Figure 1. Floorplan with the power grid (run 1).
Pins as bars on the die edge.
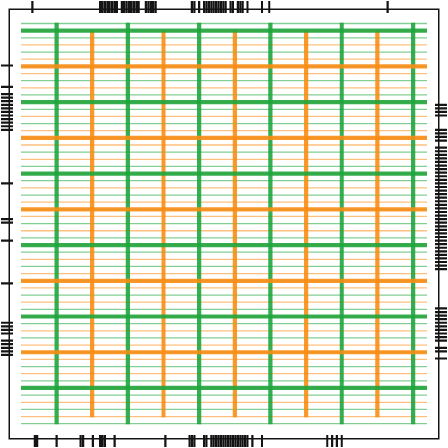
Figure 2. Clock routing (run 1).
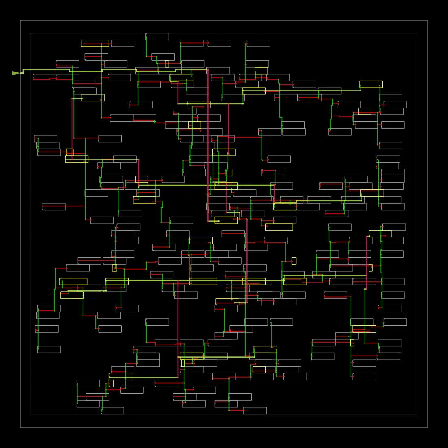
Figure 3. Logic cells by family (run 1).
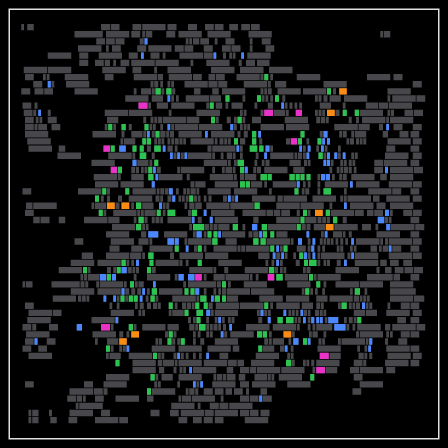
--- config.mk ---
export PLATFORM = sky130hd
export DESIGN_NAME = lvds_word_align
export DESIGN_NICKNAME = d
export VERILOG_FILES = /design/src/rtl/lvds_align_pkg.sv /design/src/rtl/lvds_lane_align.sv /design/src/rtl/lvds_word_align.sv
export SDC_FILE = /design/constraint.sdc
export NUM_CORES = 1
export LEC_CHECK = 0
export ABC_AREA = 1
export CAP_MARGIN = 20
export CORE_MARGIN = 4
export CORE_UTILIZATION = 40
export DETAILED_ROUTE_END_ITERATION = 10
export GPL_TIMING_DRIVEN = 0
export MAX_ROUTING_LAYER = met4
export PLACE_DENSITY = 0.7
export SLEW_MARGIN = 10
export SYNTH_ARGS = -nofsm -noshare
export SYNTH_HDL_FRONTEND = slang
export SYNTH_SLANG_ARGS = --single-unit
--- constraint.sdc ---
create_clock -name clk -period 14.5 [get_ports clk]
set_input_delay 4.35 -clock clk [delete_from_list [all_inputs] [get_ports clk]]
set_output_delay 4.35 -clock clk [all_outputs]
set_load 0.005 [all_outputs]
--- src/rtl/lvds_align_pkg.sv ---
// Shared definitions for the LVDS word-alignment trainer.
// Optional relock behaviour is selected with LVDS_WORD_ALIGN_RELOCK_EN.
package lvds_align_pkg;

  localparam int unsigned NUM_LANES = 8;
  localparam int unsigned LANE_W    = 8;
  localparam int unsigned MATCH_W   = 4;
  localparam int unsigned SLIP_W    = 3;
  localparam int unsigned SETTLE_W  = 4;
  localparam int unsigned STATE_W   = 3;
  localparam int unsigned CNT_W     = 8;
  localparam int unsigned POP_W     = 4;

  // Per-lane alignment states
  localparam logic [STATE_W-1:0] ST_IDLE   = 3'd0;
  localparam logic [STATE_W-1:0] ST_CHECK  = 3'd1;
  localparam logic [STATE_W-1:0] ST_SLIP   = 3'd2;
  localparam logic [STATE_W-1:0] ST_SETTLE = 3'd3;
  localparam logic [STATE_W-1:0] ST_LOCKED = 3'd4;
  localparam logic [STATE_W-1:0] ST_FAIL   = 3'd5;

  // Number of set bits across the lane vector
  function automatic logic [POP_W-1:0] lane_popcount(input logic [NUM_LANES-1:0] v);
    logic [POP_W-1:0] cnt;
    cnt = '0;
    for (int unsigned i = 0; i < NUM_LANES; i++) begin
      cnt = cnt + POP_W'(v[i]);
    end
    return cnt;
  endfunction

endpackage

--- src/rtl/lvds_lane_align.sv ---
// Per-lane word-alignment FSM: compares against the training word,
// issues bitslip pulses and waits for the ISERDES to settle.
// LVDS_WORD_ALIGN_RELOCK_EN lets a locked lane fall back to CHECK on a mismatch.
module lvds_lane_align
  import lvds_align_pkg::*;
#(
  parameter logic [LANE_W-1:0] TRAIN_PATTERN = 8'h39,
  parameter int unsigned       MATCH_COUNT   = 4,
  parameter int unsigned       SETTLE_CYCLES = 3
) (
  input  logic              clk,
  input  logic              rst,
  input  logic [LANE_W-1:0] lane_data_i,
  input  logic              train_en_i,
  input  logic              rise_i,
  output logic              bitslip_o,
  output logic              aligned_o,
`ifdef LVDS_WORD_ALIGN_RELOCK_EN
  output logic              relock_c_o,
`endif
  output logic              failed_o
);

  logic [STATE_W-1:0]  state_q, state_d;
  logic [MATCH_W-1:0]  match_q, match_d;
  logic [SLIP_W-1:0]   slip_q, slip_d;
  logic [SETTLE_W-1:0] settle_q, settle_d;
  logic                bitslip_q, aligned_q, failed_q;
  logic                hit_c;
  logic [MATCH_W-1:0]  match_inc_c;

  assign hit_c       = (lane_data_i == TRAIN_PATTERN);
  assign match_inc_c = match_q + MATCH_W'(1);

  // Next-state and counter update; rise has priority over every state
  always_comb begin
    state_d  = state_q;
    match_d  = match_q;
    slip_d   = slip_q;
    settle_d = settle_q;
`ifdef LVDS_WORD_ALIGN_RELOCK_EN
    relock_c_o = 1'b0;
`endif
    if (rise_i) begin
      state_d  = ST_CHECK;
      match_d  = '0;
      slip_d   = '0;
      settle_d = '0;
    end else begin
      case (state_q)
        ST_CHECK: begin
          if (!train_en_i) begin
            state_d  = ST_IDLE;
            match_d  = '0;
            slip_d   = '0;
            settle_d = '0;
          end else if (hit_c) begin
            match_d = match_inc_c;
            if (match_inc_c == MATCH_W'(MATCH_COUNT)) begin
              state_d = ST_LOCKED;
            end
          end else begin
            match_d = '0;
            if (slip_q == '1) begin
              state_d = ST_FAIL;
            end else begin
              state_d = ST_SLIP;
            end
          end
        end
        ST_SLIP: begin
          if (!train_en_i) begin
            state_d  = ST_IDLE;
            match_d  = '0;
            slip_d   = '0;
            settle_d = '0;
          end else begin
            slip_d   = slip_q + SLIP_W'(1);
            settle_d = SETTLE_W'(SETTLE_CYCLES);
            state_d  = ST_SETTLE;
          end
        end
        ST_SETTLE: begin
          if (!train_en_i) begin
            state_d  = ST_IDLE;
            match_d  = '0;
            slip_d   = '0;
            settle_d = '0;
          end else begin
            settle_d = settle_q - SETTLE_W'(1);
            if (settle_q <= SETTLE_W'(1)) begin
              state_d = ST_CHECK;
            end
          end
        end
        ST_LOCKED: begin
`ifdef LVDS_WORD_ALIGN_RELOCK_EN
          if (train_en_i && !hit_c) begin
            state_d    = ST_CHECK;
            match_d    = '0;
            relock_c_o = 1'b1;
          end
`endif
        end
        ST_IDLE, ST_FAIL: begin
          state_d = state_q;
        end
        default: begin
          state_d = ST_IDLE;
        end
      endcase
    end
  end

  // State, counters and registered status
  always_ff @(posedge clk or posedge rst) begin
    if (rst) begin
      state_q   <= ST_IDLE;
      match_q   <= '0;
      slip_q    <= '0;
      settle_q  <= '0;
      bitslip_q <= 1'b0;
      aligned_q <= 1'b0;
      failed_q  <= 1'b0;
    end else begin
      state_q   <= state_d;
      match_q   <= match_d;
      slip_q    <= slip_d;
      settle_q  <= settle_d;
      bitslip_q <= (state_d == ST_SLIP);
      aligned_q <= (state_d == ST_LOCKED);
      failed_q  <= (state_d == ST_FAIL);
    end
  end

  assign bitslip_o = bitslip_q;
  assign aligned_o = aligned_q;
  assign failed_o  = failed_q;

endmodule

--- src/rtl/lvds_word_align.sv ---
// Word-alignment trainer for the 8-lane LVDS sensor receive path.
// Holds training-enable edge detect, the lane data register, status
// reduction and (with LVDS_WORD_ALIGN_RELOCK_EN) the relock event counter.
module lvds_word_align
  import lvds_align_pkg::*;
#(
  parameter logic [LANE_W-1:0] TRAIN_PATTERN = 8'h39,
  parameter int unsigned       MATCH_COUNT   = 4,
  parameter int unsigned       SETTLE_CYCLES = 3
) (
  input  logic                        clk,
  input  logic                        rst,
  input  logic [NUM_LANES*LANE_W-1:0] i_lane_data,
  input  logic                        i_train_en,
  output logic [NUM_LANES-1:0]        o_bitslip,
  output logic [NUM_LANES-1:0]        o_aligned,
  output logic [NUM_LANES-1:0]        o_failed,
  output logic                        o_done,
  output logic                        o_all_aligned,
  output logic [NUM_LANES*LANE_W-1:0] o_lane_data,
  output logic [CNT_W-1:0]            o_relock_count
);

  logic                        train_q;
  logic                        rise_c;
  logic [NUM_LANES*LANE_W-1:0] data_q;
  logic [NUM_LANES-1:0]        bitslip_w, aligned_w, failed_w;
`ifdef LVDS_WORD_ALIGN_RELOCK_EN
  logic [NUM_LANES-1:0]        relock_c;
`endif

  assign rise_c = i_train_en & ~train_q;

  // Enable edge register and unconditional data pipeline stage
  always_ff @(posedge clk or posedge rst) begin
    if (rst) begin
      train_q <= 1'b0;
      data_q  <= '0;
    end else begin
      train_q <= i_train_en;
      data_q  <= i_lane_data;
    end
  end

  // One independent aligner per lane
  for (genvar n = 0; n < NUM_LANES; n++) begin : g_lane
    lvds_lane_align #(
      .TRAIN_PATTERN (TRAIN_PATTERN),
      .MATCH_COUNT   (MATCH_COUNT),
      .SETTLE_CYCLES (SETTLE_CYCLES)
    ) u_lane (
      .clk         (clk),
      .rst         (rst),
      .lane_data_i (i_lane_data[n*LANE_W +: LANE_W]),
      .train_en_i  (i_train_en),
      .rise_i      (rise_c),
      .bitslip_o   (bitslip_w[n]),
      .aligned_o   (aligned_w[n]),
`ifdef LVDS_WORD_ALIGN_RELOCK_EN
      .relock_c_o  (relock_c[n]),
`endif
      .failed_o    (failed_w[n])
    );
  end

`ifdef LVDS_WORD_ALIGN_RELOCK_EN
  logic [CNT_W-1:0] relock_cnt_q, relock_cnt_d;
  logic [CNT_W:0]   relock_sum_c;

  // Saturating sum of relock events across lanes
  always_comb begin
    relock_sum_c = (CNT_W+1)'(relock_cnt_q) + (CNT_W+1)'(lane_popcount(relock_c));
    relock_cnt_d = relock_sum_c[CNT_W] ? '1 : relock_sum_c[CNT_W-1:0];
  end

  // Relock counter register
  always_ff @(posedge clk or posedge rst) begin
    if (rst) begin
      relock_cnt_q <= '0;
    end else begin
      relock_cnt_q <= relock_cnt_d;
    end
  end

  assign o_relock_count = relock_cnt_q;
`else
  assign o_relock_count = '0;
`endif

  assign o_bitslip     = bitslip_w;
  assign o_aligned     = aligned_w;
  assign o_failed      = failed_w;
  assign o_done        = &(aligned_w | failed_w);
  assign o_all_aligned = &aligned_w;
  assign o_lane_data   = data_q;

endmodule

==> results.cfg, run 1 <==
; physical design summary
[pwr]
p_int_mw = 1.09
p_clk_mw = 0.613
pg_seq_mw = 0.621
powerDensity_mw_per_mm2 = 119
p_comb_mw = 0.250
switchingPower_mw = 0.393
top_power_group = sequential cells

[floorplan]
tap_cells = 319
fp_util = 0.408
io_pins = 165

[clocking]
cts_sinks = 201
h-tree-depth = 1
cts_max_path_buffers = 3
post_cts_buffers = 0
cts.clk_slew.worst_paths_ns = 0.06
cts_root_buffer = clkbuf_16
clk_latency_ns = 0.50
cts-resized-gates = 0
cts_tree = done

[finish]
signal_buffers = 201
final-comb-area_mm2 = 0.00360
seq_area_mm2 = 0.00503
drive_above_1_share = 0.0771
syn_to_final_growth_pct = 29.8
num-nonclk-inverters = 182
largest_cell_class = registers
fillers = 2160
clk_share = 0.0650

[final_timing]
fmax_ghz = 0.154
setup_violations = 0
fin_ws_ns = 8.02
fin_crit_ns = 6.48
fin_skew_ns = 0.00590
rsz0062_at_grt = no
slew_violations = 0
hold_violations = 0
worst_pin_slew_ns = 0.698
min_period_over_period = 0.447

[logic_synthesis]
synthCells = 1104
synth_flops = 201
synth_seq_share = 0.524
mux_share = 0.00117
aoi_share = 0.0883
ys_sh_simple = 0.212
synth_area_mm2 = 0.00960
synthArstFlopShare = 1.00
yosys-stat-area_mm2 = 0.00960
synth.area.top_cells = dfrtp_1 (52%), nand2_1 (9.8%), inv_1 (6.9%), ha_1 (6.3%), nor2_1 (3.8%)
edf_count = 0
adder_share = 0.0626
synth_top_cell_by_count = nand2_1
ys.flop_type = dfrtp_1
common_cells = nand2_1 (251), dfrtp_1 (201), inv_1 (176)
synth.top_cell.area_share = 0.524
yosys_cells = 1104
yosysUniqueCellTypes = 45

[worst_setup_path]
crit_chain = o22ai_1, nor4_1, clkdlybuf4s50_1
endpoint = o_done
slowest_stage = clkdlybuf4s50_1
reg2reg_depth = 6
r2r-start = train_q
cp-end-kind = primary output
slowest_delay_ns = 0.62
crit_cells = 3
cp-start-kind = flop
startpoint = g_lane[1].u_lane.aligned_o
critPathRequiredTime_ns = 10.15
worstSetupPathType = flop to primary output

[status]
status = finished clean

[worst_hold_path]
hold_start = g_lane[1].u_lane.settle_q[2]
worstHoldEndpoint = g_lane[1].u_lane.settle_q[2]

[placement]
globalplace.congestion = 0.889
dp_slack_ns = 8.25
place_inst = 1588
placed_area_mm2 = 0.0116
dp_hpwl_mm = 16.0

[detailed_routing]
routed_wl_mm = 22.0
dr_total_vias = 7872
ant_nets = 0

[global_routing]
grt_max_degree = 120
overflow = 0
grt_usage = 0.171
grt_pass1_wl_mm = 36.6

[run]
warnings = 44
maxCapViolations = 0
About Figure 1:
colour	net
orange	VDD
green	VSS
signal pins	165
met1 rails	57
Die Y-Extent: 163 µm
worst vdd ir: 0.0676 mV
x dimension of the die: 163 µm
core box area: 0.0235 mm²

About Figure 2:
Num CTS Buffers: 23
CLK BUF: 32
flop count: 201

About Figure 3:
colour	family	cells	most used
blue	NOR gates	123	nor2_1
green	inverting AOI/OAI gates	135	o21ai_0
magenta	AND-OR and OR-AND gates	11	o21a_1
orange	XOR/XNOR gates	9	xor2_1
Non-Filler Instances: 1629
Top cell excl fill/tap: nand2_1
fraction of area in multi-input gates: 0.289

-- run 1: metal layers --
metal | global-route usage | part of all wire | up-vias | wire length (µm)
li1 | - | - | 3892 | -
met1 | 0.222 | 0.43 | 3710 | 9500
met2 | 0.281 | 0.48 | 231 | 10500
met3 | 0.0319 | 0.072 | 39 | 1580
met4 | 0.0427 | 0.019 | 0 | 421
met5 | - | 0 | - | 0
-- run 1: registers in the layout, indices dropped and copies added (netlist names) --
signal                   cells
g_lane.u_lane.failed_o       8
g_lane.u_lane.match_q       32
g_lane.u_lane.aligned_o      8
o_lane_data                 64
train_q                      1
g_lane.u_lane.state_q       24
g_lane.u_lane.bitslip_o      8
g_lane.u_lane.slip_q        24
g_lane.u_lane.settle_q      32
Figure 4. Close-up of the layout (run 1).
Region (16, 97) to (66, 147) µm. Cells in grey, sequential cells in the stronger grey; small squares are vias.
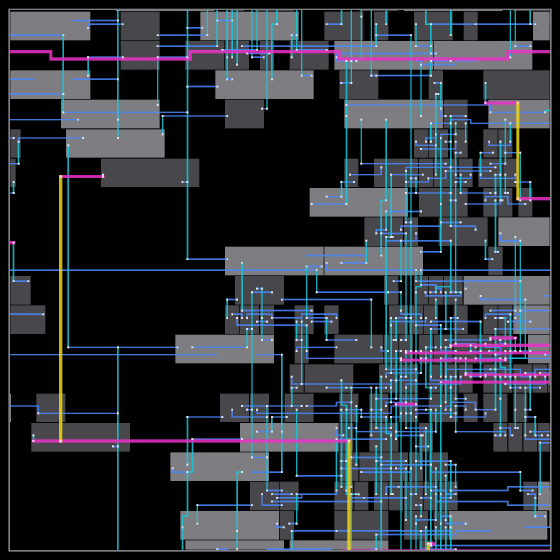

## Run 2: what changed since run 1
Settings changed: PLACE_DENSITY 0.7 to 0.73.
Clock period 14.5 ns to 5.36 ns, I/O delays scaled along.
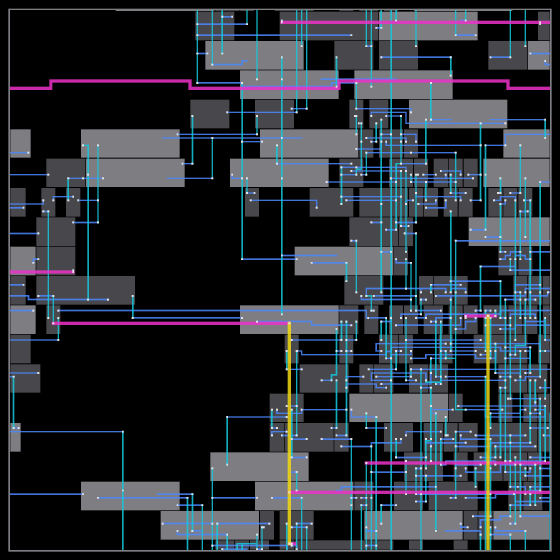
Figure 5: run 2, close-up of the layout.
Region (16, 97) to (66, 147) µm. Cells in grey, sequential cells in the stronger grey; small squares are vias.
colour	layer
magenta	met3
blue	met1
cyan	met2
yellow	met4
cells with their middle in the window	122
most frequent	nand2_1 (27), dfrtp_1 (20), inv_1 (17)
sequential cells in the window	20
netlist names of flops here include	g_lane.u_lane.match_q (6), o_lane_data (6), g_lane.u_lane.settle_q (3)

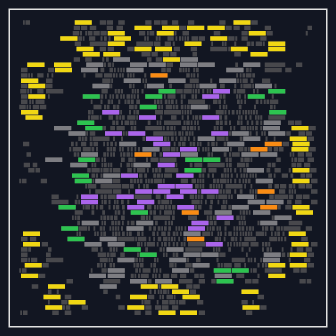
Figure 6: run 2, where the registers sit.
colour	netlist name	flops
purple	g_lane.u_lane.settle_q	32
yellow	o_lane_data	64
green	g_lane.u_lane.slip_q	24
orange	g_lane.u_lane.failed_o	8
final core utilization: 0.533
total sequential power: 1.68 mW

==> run 2 against run 1 <==
Final area rose by 0.66%. Die area is the same. Global-route usage hardly changed. Highest routed layer unchanged.
==> results.cfg, run 2 <==
; physical design summary
[finish]
seq_area_mm2 = 0.00503
final-comb-area_mm2 = 0.00360
largest_register_ffs = 64
design.seq.count = 201
drive_above_1_share = 0.0813
nClkBuffers = 34
syn_to_final_growth_pct = 30.6
lay_top_count = nand2_1

[logic_synthesis]
yosys_cells = 1104
synth_area_mm2 = 0.00960
synth_seq_share = 0.524
edf_count = 0
synth_flops = 201
synth.top_cell.area_share = 0.524
yosys-stat-area_mm2 = 0.00960
synth_top_cell_by_count = nand2_1
yosysUniqueCellTypes = 45
common_cells = nand2_1 (251), dfrtp_1 (201), inv_1 (176)

[final_timing]
min_period_over_period = 0.662
rsz0062_at_grt = no
fmax_ghz = 0.282
worst_pin_slew_ns = 0.826
fin_crit_ns = 3.55
slew_violations = 0
fin_ws_ns = 1.81

[detailed_routing]
routed_wl_mm = 21.8
dr_total_vias = 7789

[run]
warnings = 42

[floorplan]
fp_util = 0.408
die_h_um = 163
core-area_mm2 = 0.0235
die_x_um = 163
tap_cells = 319

[pwr]
p_clk_mw = 1.70
peakVddDrop_mv = 0.181
p_int_mw = 2.97
switchingPower_mw = 1.09
top_power_group = the clock network

[worst_setup_path]
slowest_stage = clkdlybuf4s50_1
startpoint = g_lane[2].u_lane.aligned_o
r2r-start = train_q
crit_chain = o22ai_1, nor4_1, clkdlybuf4s50_1
endpoint = o_done

[status]
status = finished clean

[placement]
globalplace.congestion = 0.870
placed_area_mm2 = 0.0117

[clocking]
cts_max_path_buffers = 3
cts_buffers = 24
h-tree-depth = 1
cts.clk_slew.worst_paths_ns = 0.06
clk_latency_ns = 0.51
cts_root_buffer = clkbuf_16
post_cts_buffers = 0

[global_routing]
overflow = 0
grt_max_degree = 38
grt_usage = 0.171

[worst_hold_path]
worstHoldEndpoint = g_lane[1].u_lane.settle_q[2]
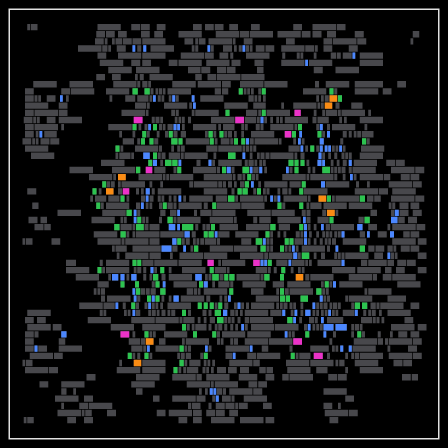
Figure 7: run 2, logic cells by family.
colour	family	cells	most used
magenta	AND-OR and OR-AND gates	11	o21a_1
green	inverting AOI/OAI gates	135	o21ai_0
blue	NOR gates	123	nor2_1
orange	XOR/XNOR gates	9	xor2_1
Non-Filler Instances: 1635
fraction of area in multi-input gates: 0.287

==> run 2: cell types whose count changed in the layout (fill, tap and decap cells not counted), sizes merged <==
cell | before | now
clkinv | 3 | 2
clkinvlp | 2 | 5
buf | 43 | 46
bufinv | 4 | 3
clkbuf | 34 | 36
==> run 2: cells by family after synthesis <==
logic type,count (synthesis),synth area share
flip-flops,201,0.524
XOR/XNOR,9,0.00821
AND-OR/OR-AND,146,0.0883
multiplexers,1,0.00117
adder cells (fa/ha/maj),48,0.0626
AND/OR/NAND/NOR,473,0.212
buffers and inverters,225,0.104
other,1,0.000391
==> run 2: layer usage <==
layer  routed length, µm  global-route usage  part of all wire
met1                9560               0.222              0.44
met2               10300               0.278              0.48
met3                1400              0.0311             0.064
met4                 469              0.0461             0.022
met5                   0                   -                 0
Power is estimated from default activity; no workload was simulated.
